`src/rtl/btb_update_ctrl.sv`:
```
// BTB write sequencer: queues EX-stage branch resolutions into the BTB update port
// and runs a full invalidate sweep after reset or fence, gating predictions meanwhile.
module btb_update_ctrl #(
  parameter int BTB_ENTRIES  = 128,
  parameter int INDEX_WIDTH  = $clog2(BTB_ENTRIES),
  parameter int TARGET_WIDTH = 32,
  parameter int FIFO_DEPTH   = 4
) (
  input  logic                    clk,
  input  logic                    rst,
  input  logic                    resValid,
  input  logic                    resBranch,
  input  logic                    resTaken,
  input  logic [31:0]             resPc,
  input  logic [TARGET_WIDTH-1:0] resTarget,
  input  logic                    fenceReq,
  input  logic                    btbUpdReady,
  output logic                    btbUpdValid,
  output logic                    btbUpdTaken,
  output logic [31:0]             btbUpdPc,
  output logic [TARGET_WIDTH-1:0] btbUpdTarget,
  output logic                    btbInvValid,
  output logic [INDEX_WIDTH-1:0]  btbInvIndex,
  output logic                    predEnable,
  output logic                    sweepDone,
  output logic [7:0]              dropCnt,
  output logic [1:0]              state_dbg
);

  localparam int PTR_W = $clog2(FIFO_DEPTH);
  localparam int ENT_W = 1 + 32 + TARGET_WIDTH;
  localparam logic [PTR_W:0] FULL_COUNT = (PTR_W+1)'(FIFO_DEPTH);

  localparam logic [1:0] S_INIT  = 2'd0;
  localparam logic [1:0] S_SWEEP = 2'd1;
  localparam logic [1:0] S_RUN   = 2'd2;

  logic [1:0]             state;
  logic [INDEX_WIDTH-1:0] sweep_idx;
  logic                   sweep_done_q;
  logic [ENT_W-1:0]       mem [FIFO_DEPTH];
  logic [PTR_W-1:0]       rd_ptr;
  logic [PTR_W-1:0]       wr_ptr;
  logic [PTR_W:0]         count;
  logic [7:0]             drop_q;

  logic running;
  logic sweeping;
  logic fifo_empty;
  logic fifo_full;
  logic push_req;
  logic push;
  logic pop;
  logic drop;
  logic sweep_last;
  logic upd_valid_int;
  logic [ENT_W-1:0] head;

  // Update handshake: btbUpdValid presents the FIFO head; it transfers (and pops)
  // in any cycle where btbUpdValid and btbUpdReady are both 1. Valid never waits on ready.
  assign running       = (state == S_RUN);
  assign sweeping      = (state == S_SWEEP);
  assign fifo_empty    = (count == '0);
  assign fifo_full     = (count == FULL_COUNT);
  assign upd_valid_int = running && !fifo_empty;
  assign pop           = upd_valid_int && btbUpdReady;
  assign push_req      = running && resValid && resBranch;
  assign push          = push_req && (!fifo_full || pop);
  assign drop          = push_req && fifo_full && !pop;
  assign sweep_last    = (sweep_idx == '1);
  assign head          = mem[rd_ptr];

  always_ff @(posedge clk) begin
    if (!rst) begin
      state        <= S_INIT;
      sweep_idx    <= '0;
      sweep_done_q <= 1'b0;
      rd_ptr       <= '0;
      wr_ptr       <= '0;
      count        <= '0;
      drop_q       <= '0;
    end else begin
      sweep_done_q <= 1'b0;
      case (state)
        S_INIT: begin
          state     <= S_SWEEP;
          sweep_idx <= '0;
        end
        S_SWEEP: begin
          if (fenceReq) begin
            sweep_idx <= '0;
          end else if (sweep_last) begin
            state        <= S_RUN;
            sweep_done_q <= 1'b1;
          end else begin
            sweep_idx <= sweep_idx + 1'b1;
          end
        end
        S_RUN: begin
          if (fenceReq) begin
            // Fence discards everything queued, including this cycle's push and pop.
            state     <= S_SWEEP;
            sweep_idx <= '0;
            rd_ptr    <= '0;
            wr_ptr    <= '0;
            count     <= '0;
          end else begin
            if (pop)  rd_ptr <= rd_ptr + 1'b1;
            if (push) wr_ptr <= wr_ptr + 1'b1;
            case ({push, pop})
              2'b10:   count <= count + 1'b1;
              2'b01:   count <= count - 1'b1;
              default: count <= count;
            endcase
            if (drop && drop_q != 8'hFF) drop_q <= drop_q + 1'b1;
          end
        end
        default: state <= S_INIT;
      endcase
    end
  end

  always_ff @(posedge clk) begin
    if (rst && push && !fenceReq) mem[wr_ptr] <= {resTaken, resPc, resTarget};
  end

  // Outputs are forced low while reset is held, even before the first reset edge.
  always_comb begin
    btbUpdValid  = rst && upd_valid_int;
    btbUpdTaken  = 1'b0;
    btbUpdPc     = '0;
    btbUpdTarget = '0;
    if (rst && upd_valid_int) begin
      btbUpdTaken  = head[ENT_W-1];
      btbUpdPc     = head[TARGET_WIDTH +: 32];
      btbUpdTarget = head[TARGET_WIDTH-1:0];
    end
    btbInvValid = rst && sweeping;
    btbInvIndex = (rst && sweeping) ? sweep_idx : '0;
    predEnable  = rst && running;
    sweepDone   = rst && sweep_done_q;
    dropCnt     = rst ? drop_q : 8'd0;
    state_dbg   = rst ? state : S_INIT;
  end

endmodule

```
`config.mk`:
```
export PLATFORM = sky130hd
export DESIGN_NAME = btb_update_ctrl
export DESIGN_NICKNAME = d
export VERILOG_FILES = /design/src/rtl/btb_update_ctrl.sv
export SDC_FILE = /design/constraint.sdc
export NUM_CORES = 1
export LEC_CHECK = 0
export ABC_AREA = 1
export CORE_MARGIN = 4
export CORE_UTILIZATION = 55
export CTS_BUF_LIST = sky130_fd_sc_hd__clkbuf_16
export CTS_CLUSTER_SIZE = 10
export DETAILED_ROUTE_END_ITERATION = 16
export PLACE_DENSITY_LB_ADDON = 0.2
export SYNTH_ARGS = -nofsm -noshare
export SYNTH_HDL_FRONTEND = slang
export SYNTH_SLANG_ARGS = --single-unit
```
`constraint.sdc`:
```
create_clock -name clk -period 6.57 [get_ports clk]
set_input_delay 1.314 -clock clk [delete_from_list [all_inputs] [get_ports clk]]
set_output_delay 1.314 -clock clk [all_outputs]
set_load 0.1 [all_outputs]
```
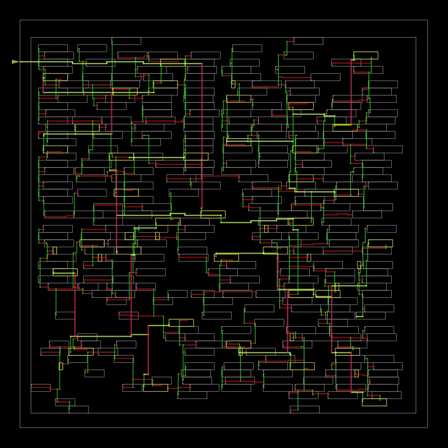
**Above:** run 1 (the clock network).
flop count: 287
clock buffers: 35
number of buffers inserted during clock tree synthesis: 34
Worst Clk Skew: 0.01253 ns

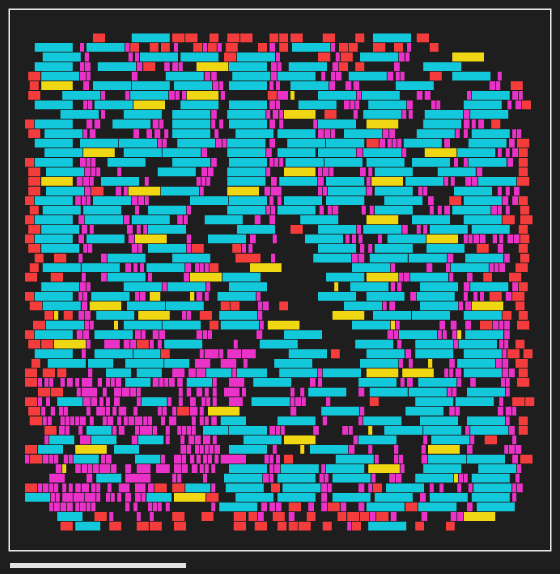
**Above:** run 1 (placement by cell class).
Bar = 50 µm.
Magenta is combinational and other logic, cells 670, share of their area 22%. Red is other buffers and delay cells, cells 168, share of their area 11%. Cyan is flops, cells 287, share of their area 60%. Yellow is clock drivers and dummy loads, cells 48, share of their area 6.7%.
flop share of the area: 58.96%
utilization after layout: 69.13%
core region area: 20490 µm²

==> results_slide.txt, run 1 <==
Flow Results at a Glance

Run status
  • Status: completed

Clocking
  • Cell at the root of the clock tree: clkbuf_16
  • H-tree levels: 2
  • Number of instances resized during post-cts repair: 0
  • Worst-path clk slew: 0.05 ns
  • Clock tree from TritonCTS: built
  • Later-pin clock latency in the skew report: 0.49 ns
  • Maximum buffer depth of the clock tree: 3
  • CTS sink cnt: 287
  • Buffers inserted by post-CTS timing repair: 0
  • Count of hold buffers inserted by post-cts repair: 0

Global route
  • Number of antenna violations at the first check in global routing: 2
  • Via count of the first global-routing pass: 7422
  • Global route overflow: 0
  • Wire length of the first global-routing pass: 38450 µm
  • Total global-route track usage: 20.24%

STA
  • Slew margin rel.: 25.22%
  • Crit share post-route: 77.57%
  • Hold Violations, Final: 0
  • Final Hold Slack: 0.4719 ns
  • Setup repair after global routing missed its margin: false
  • Clock period minus final worst setup slack: 5.096 ns
  • Final setup TNS: 0 ns

Pwr
  • Sw Pwr: 0.6751 mW
  • Combinational group share of total power: 2.1%
  • Share of total power consumed by net switching: 18.50%
  • Top Consumer: registers
  • Power Clock: 1.58 mW
  • Leak pwr: 5.145 nW
  • Power dissipated in sequential cells: 1.99 mW
  • Power after layout: 3.649 mW

Yosys
  • Compound-Gate Fraction of Synth Area: 9.604%
  • Adder share: 0.8174%
  • Ys cells: 1011
  • Predominant post-synthesis flop cell: edfxtp_1
  • Mean area per synthesized cell: 11.51 µm²
  • Yosys top cell area share: 67.11%
  • Synthesized chip area reported by yosys: 11630 µm²
  • Distinct cell type count after synthesis: 31
  • Cell count after synthesis: 1011
  • Simple-gate share of the synthesized area: 13.41%
  • Cell type with the highest aggregate area in the netlist: edfxtp_1
  • Flop and latch count out of synthesis: 287
  • FFs w/ async S/R, synth: 0%

Worst setup path
  • Crit path cell chain: clkdlybuf4s50_1 > buf_4 > nand2_1 > nor2_1 > nand2_2 > buf_4 > a21oi_1 > buf_4
  • Slowest Stage Delay on Critical Path: 0.50 ns
  • Startpoint of the worst setup timing path: rst
  • Maximum fanout along the worst path: 34
  • Worst reg2reg endpoint: mem[2][16]
  • Cell with the largest stage delay on the worst path: nand2_2
  • Critical path class: input port to output pin
  • Arrival time of the worst setup path: 3.78 ns
  • Startpoint of the most critical register-to-register path: state[1]

Finish
  • Count of inserted antenna diode cells: 0
  • Sequential cell area: 8353 µm²
  • MI comb area: 2867 µm²
  • Count of filler cells inserted in the layout: 1520
  • Fraction of layout instances using a drive strength above 1: 11.68%
  • Area Growth Syn to Fin: 21.78%
  • Post-route insts no fill: 1443
  • Top logic cell by instance count in the layout: nor2_1

Placed design
  • Post-place setup slack: 1.457 ns
  • Number of input and output port buffers inserted: 156
  • Estimated wirelength of the detail-placed design: 13870 µm
  • Final weighted congestion in routability-driven placement: 0.8116
  • Number of placed instances, taps included: 1395

Routing
  • Antenna Violating Nets Remaining: 0
  • Via count: 7719
  • Final wirelength: 24620 µm
  • Number of violations reported at the end of detailed-routing iteration 0: 499
  • 1st-pass router iterations: 4
  • Via-to-Cell Ratio: 5.349

Floorplanning
  • X dimension of the die: 153.4 µm
  • Floorplan utilization: 56.76%
  • DIE HEIGHT: 153.4 µm
  • Rows: 52
  • Ports: 157
  • Total Die Area: 23540 µm²

Job
  • Stage-log warning count: 29
  • Max-Cap Viols: 0

Hold path
  • Path type of the worst min-delay path: flip-flop to flip-flop
  • Start point of the worst min-delay path: rd_ptr[1]
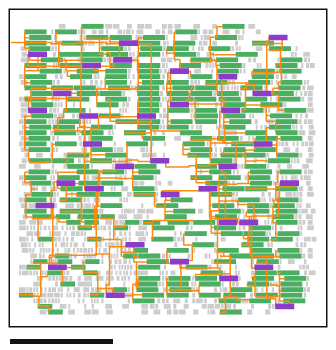
**Above:** run 1 (clock network drawn from the DEF).
Bar = 50 µm.
Orange is clock wires, length 3080 µm. Green is flip-flops, count 287. Purple is clock drivers, count 34.
There are 35 routed clock nets. Position of the flops: widely spread.

[run 1: cells in the mapped netlist (4+ instances only)]
library cell / count
clkbuf_1: 22
a21oi_1: 79
nor2_1: 287
inv_1: 46
o21ai_0: 128
nor2_2: 4
nand4_1: 6
buf_2: 16
o21ai_1: 6
buf_6: 5
nand2_1: 65
nand3_1: 20
edfxtp_1: 260
dfxtp_1: 27
ha_1: 6
buf_1: 8
xor2_1: 4
[run 1: layer usage]
layer,part of all wire (%),routed length [µm],GRT usage [%],vias to the layer above
met5,0.10,25,0,-
met4,1.4,356,5.467,4
met3,7.1,1736,4.043,37
met2,48,11850,33.15,243
met1,43,10660,28.07,3652
li1,-,-,-,3783
[run 1: sequential cells by signal, summed over array words and instances, names as in the netlist, named ones only]
register and flops:
rd_ptr 2, count 3, sweep_idx 7, wr_ptr 2
mem 260, sweep_done_q 1, state 2, drop_q 8
[run 1: layout make-up]
| type | count | area share [%] |
|---|---|---|
| clock buffers | 35 | 6.182 |
| clock inverters | 13 | 0.3798 |
| inverters | 48 | 1.281 |
| multi-input cells | 622 | 20.23 |
| flip-flops and latches | 287 | 58.96 |
| well taps | 270 | 2.385 |
| repair buffers | 168 | 10.58 |
[run 1: worst max-delay path: cells and delay by family]
| kind | cells | cell delay, ns |
|---|---|---|
| buffers and inverters | 4 | 1.48 |
| AND/OR/NAND/NOR | 3 | 0.76 |
| AND-OR/OR-AND | 1 | 0.21 |
[run 1: worst max-delay path by stage]
stage / end / slack (ns)
floorplan: btbUpdPc[0] / 0.40
detailed placement: btbUpdPc[20] / 1.46
global route: btbUpdPc[20] / 1.27
global placement: btbUpdPc[7] / 1.60
CTS: btbUpdPc[20] / 1.45
finish: btbUpdPc[7] / 1.47
**Run 1: floorplan with the power grid**

Pins as bars on the die edge. Tap cells in grey.
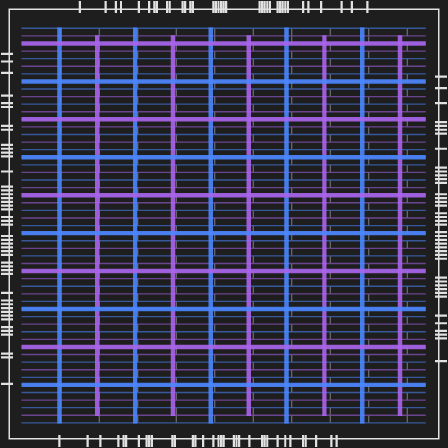

==> inputs of run 2 (changes only) <==
Settings changed: CORE_UTILIZATION 55 to 50.
Clock period 6.57 ns to 4.3 ns, I/O delays scaled along.
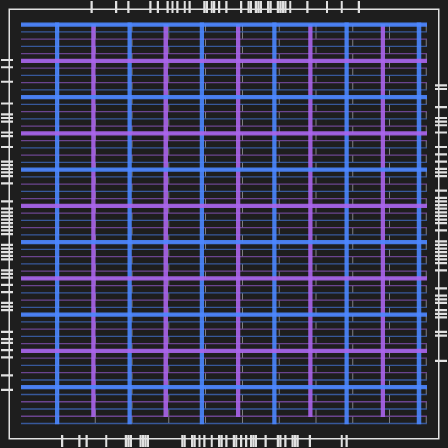
**Above:** run 2 (floorplan with the power grid).
Pins as bars on the die edge. Tap cells in grey.
Blue is VSS. Purple is VDD.
11 straps on met4. The core has 55 rows. 11 straps on met5. 56 met1 rails follow the rows. 157 signal pins sit on the boundary.
DIE HEIGHT: 160.5 µm
largest voltage drop on the vdd net: 0.2541 mV
core region area: 22780 µm²
x dimension of the die: 160.5 µm

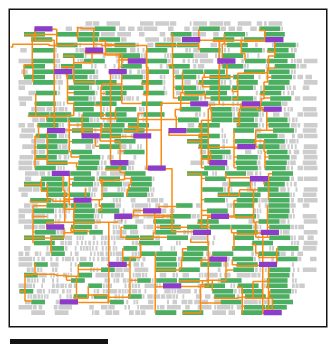
**Above:** run 2 (clock network drawn from the DEF).
Bar = 50 µm.
Green is flip-flops, count 287. Purple is clock drivers, count 34. Orange is clock wires, length 3160 µm.
Position of the flops: widely spread.

==> run 2 against run 1 <==
  * Count of clock-buffer cells in the layout unchanged
  * Sequential cell count unchanged
  * Design area up 8.6%
  * Via count up 2.1%
  * Cell count up 2.9%
  * Sequential power up 53%
  * Non-clock buffer count up 5
  * Wire length up 5.9%
  * Synthesized cell count unchanged
  * Global-route usage down 0.30 points
  * Synthesized area unchanged
  * Clock power up 53%
  * Largest power group unchanged
==> results_slide.txt, run 2 <==
Flow Results at a Glance

Job
  • Stage-log warning count: 30 (+3.4%)
  • Max-Cap Viols: 0 (unchanged)

Clocking
  • Buffers inserted by post-CTS timing repair: 0 (unchanged)
  • Later-pin clock latency in the skew report: 0.49 ns (about the same)
  • CTS sink cnt: 287 (unchanged)
  • Clock tree from TritonCTS: built
  • Count of hold buffers inserted by post-cts repair: 0 (unchanged)
  • H-tree levels: 2 (unchanged)
  • Worst-path clk slew: 0.05 ns (about the same)
  • Number of instances resized during post-cts repair: 0 (unchanged)
  • Number of buffers inserted during clock tree synthesis: 34 (unchanged)
  • Cell at the root of the clock tree: clkbuf_16

Finish
  • Largest registers in the final layout: mem: 260 flops, drop_q: 8 flops, sweep_idx: 7 flops
  • Largest register by flop count: mem
  • Area Growth Syn to Fin: 32.28%
  • Count of inserted antenna diode cells: 0 (unchanged)
  • Utilization after layout: 67.56% (-1.6 points)
  • Top logic cell by instance count in the layout: nor2_1
  • Post-route insts no fill: 1485 (+2.9%)

Pwr
  • Power after layout: 5.568 mW (+53%)
  • Leak pwr: 5.382 nW (+4.6%)
  • Share of total power consumed by net switching: 18.51% (about the same)
  • Combinational group share of total power: 2.1% (about the same)

Placed design
  • Post-place setup slack: 0.8237 ns (-0.6331 ns)
  • Final weighted congestion in routability-driven placement: 0.8108 (about the same)
  • Estimated wirelength of the detail-placed design: 15590 µm (+12%)
  • Number of placed instances, taps included: 1443 (+3.4%)

Global route
  • Wire length of the first global-routing pass: 41180 µm (+7.1%)
  • Global routing usage on met2: 32.92% (-0.23 points)
  • Global Route met1 Usage: 27.17% (-0.90 points)
  • Total global-route track usage: 19.94% (-0.30 points)

STA
  • Setup repair after global routing missed its margin: false
  • Crit share post-route: 81.01%
  • Slew margin rel.: 38.08% (+13 points)
  • Worst Clk Skew: 0.01066 ns (-0.001871 ns)

Worst setup path
  • Slowest Stage Delay on Critical Path: 0.48 ns (-0.02 ns)
  • Worst reg2reg endpoint: mem[1][57]
  • Maximum fanout along the worst path: 22 (-35%)
  • Critical path class: input port to output pin
  • Cell with the largest stage delay on the worst path: clkdlybuf4s50_1

Yosys
  • Most common cell in the synthesized netlist: nor2_1
  • FFs w/ async S/R, synth: 0% (unchanged)
  • Yosys top cell area share: 67.11% (unchanged)
  • Predominant post-synthesis flop cell: edfxtp_1
  • Cell count after synthesis: 1011 (unchanged)
  • Most frequent cells after synthesis: nor2_1, edfxtp_1, o21ai_0
  • Distinct cell type count after synthesis: 31 (unchanged)
  • Mean area per synthesized cell: 11.51 µm² (unchanged)
  • Ys cells: 1011 (unchanged)

Routing
  • Antenna Violating Nets Remaining: 0 (unchanged)
  • Met2 WL: 12680 µm (+7.0%)
  • Number of violations reported at the end of detailed-routing iteration 0: 602 (+21%)
  • Top layer in use: met5
  • Wire length the detailed router placed on met1: 10930 µm (+2.6%)
  • Final wirelength: 26070 µm (+5.9%)
  • 1st-pass router iterations: 5 (+1)
  • Via count: 7878 (+2.1%)

Floorplanning
  • Rows: 55 (+5.8%)
  • Total Die Area: 25770 µm² (+9.5%)
  • Ports: 157 (unchanged)

Run status
  • Status: completed

Hold path
  • Start point of the worst min-delay path: rd_ptr[1]
[run 2: worst max-delay path by stage]
| stage | start | slack, ns | to |
|---|---|---|---|
| floorplan | resBranch | -0.29 | mem[0][0] |
| global placement | rst | 0.84 | btbUpdPc[1] |
| detailed placement | rst | 0.82 | btbUpdTarget[18] |
| CTS | rst | 0.80 | btbUpdTarget[29] |
| global route | flip-flop | 0.68 | btbUpdTarget[31] |
| finish | rst | 0.82 | btbUpdTarget[29] |
[run 2: per-stage QoR]
step	hold slack, ns	area [µm²]	setup TNS, ns
global placement	0.4626	14480	0
global route	0.5024	15390	0
CTS	0.4861	15390	0
floorplan	0.4546	11890	-75.75
detailed placement	0.4782	14480	0
finish	0.4819	15390	0
[run 2: power groups by stage]
stage | clock network (mW) | logic (mW) | registers [mW]
4_1_cts | 2.46 | 0.117 | 3.04
6_report | 2.41 | 0.117 | 3.04
3_3_place_gp | 0 | 0.112 | 3.10
3_5_place_dp | 0 | 0.116 | 3.10
2_1_floorplan | 0 | 0.0211 | 3.10
5_1_grt | 2.57 | 0.125 | 3.04
[run 2: logic make-up after synthesis]
logic type               share of synthesized area [%]
AND/OR/NAND/NOR                                  13.41
XOR/XNOR                                        0.5270
buffers and inverters                            3.883
flip-flops                                       71.76
adder cells (fa/ha/maj)                         0.8174
AND-OR/OR-AND                                    9.604
[run 2: layout make-up]
type                            instances  area (µm²)
Timing Repair Buffer                  173        2425
Inverter                               48       181.4
Clock inverter                          7       31.28
Clock buffer                           35       875.8
Fill cell                            1591        7390
Multi-Input combinational cell        622        3131
Tap cell                              313       391.6
Sequential cell                       287        8353
[run 2: worst max-delay path, delay by kind of cell]
kind / cells / cell delay [ns]
AND-OR/OR-AND: 1 / 0.20
buffers and inverters: 3 / 1.02
AND/OR/NAND/NOR: 3 / 0.51
Power and IR drop assume default switching activity.
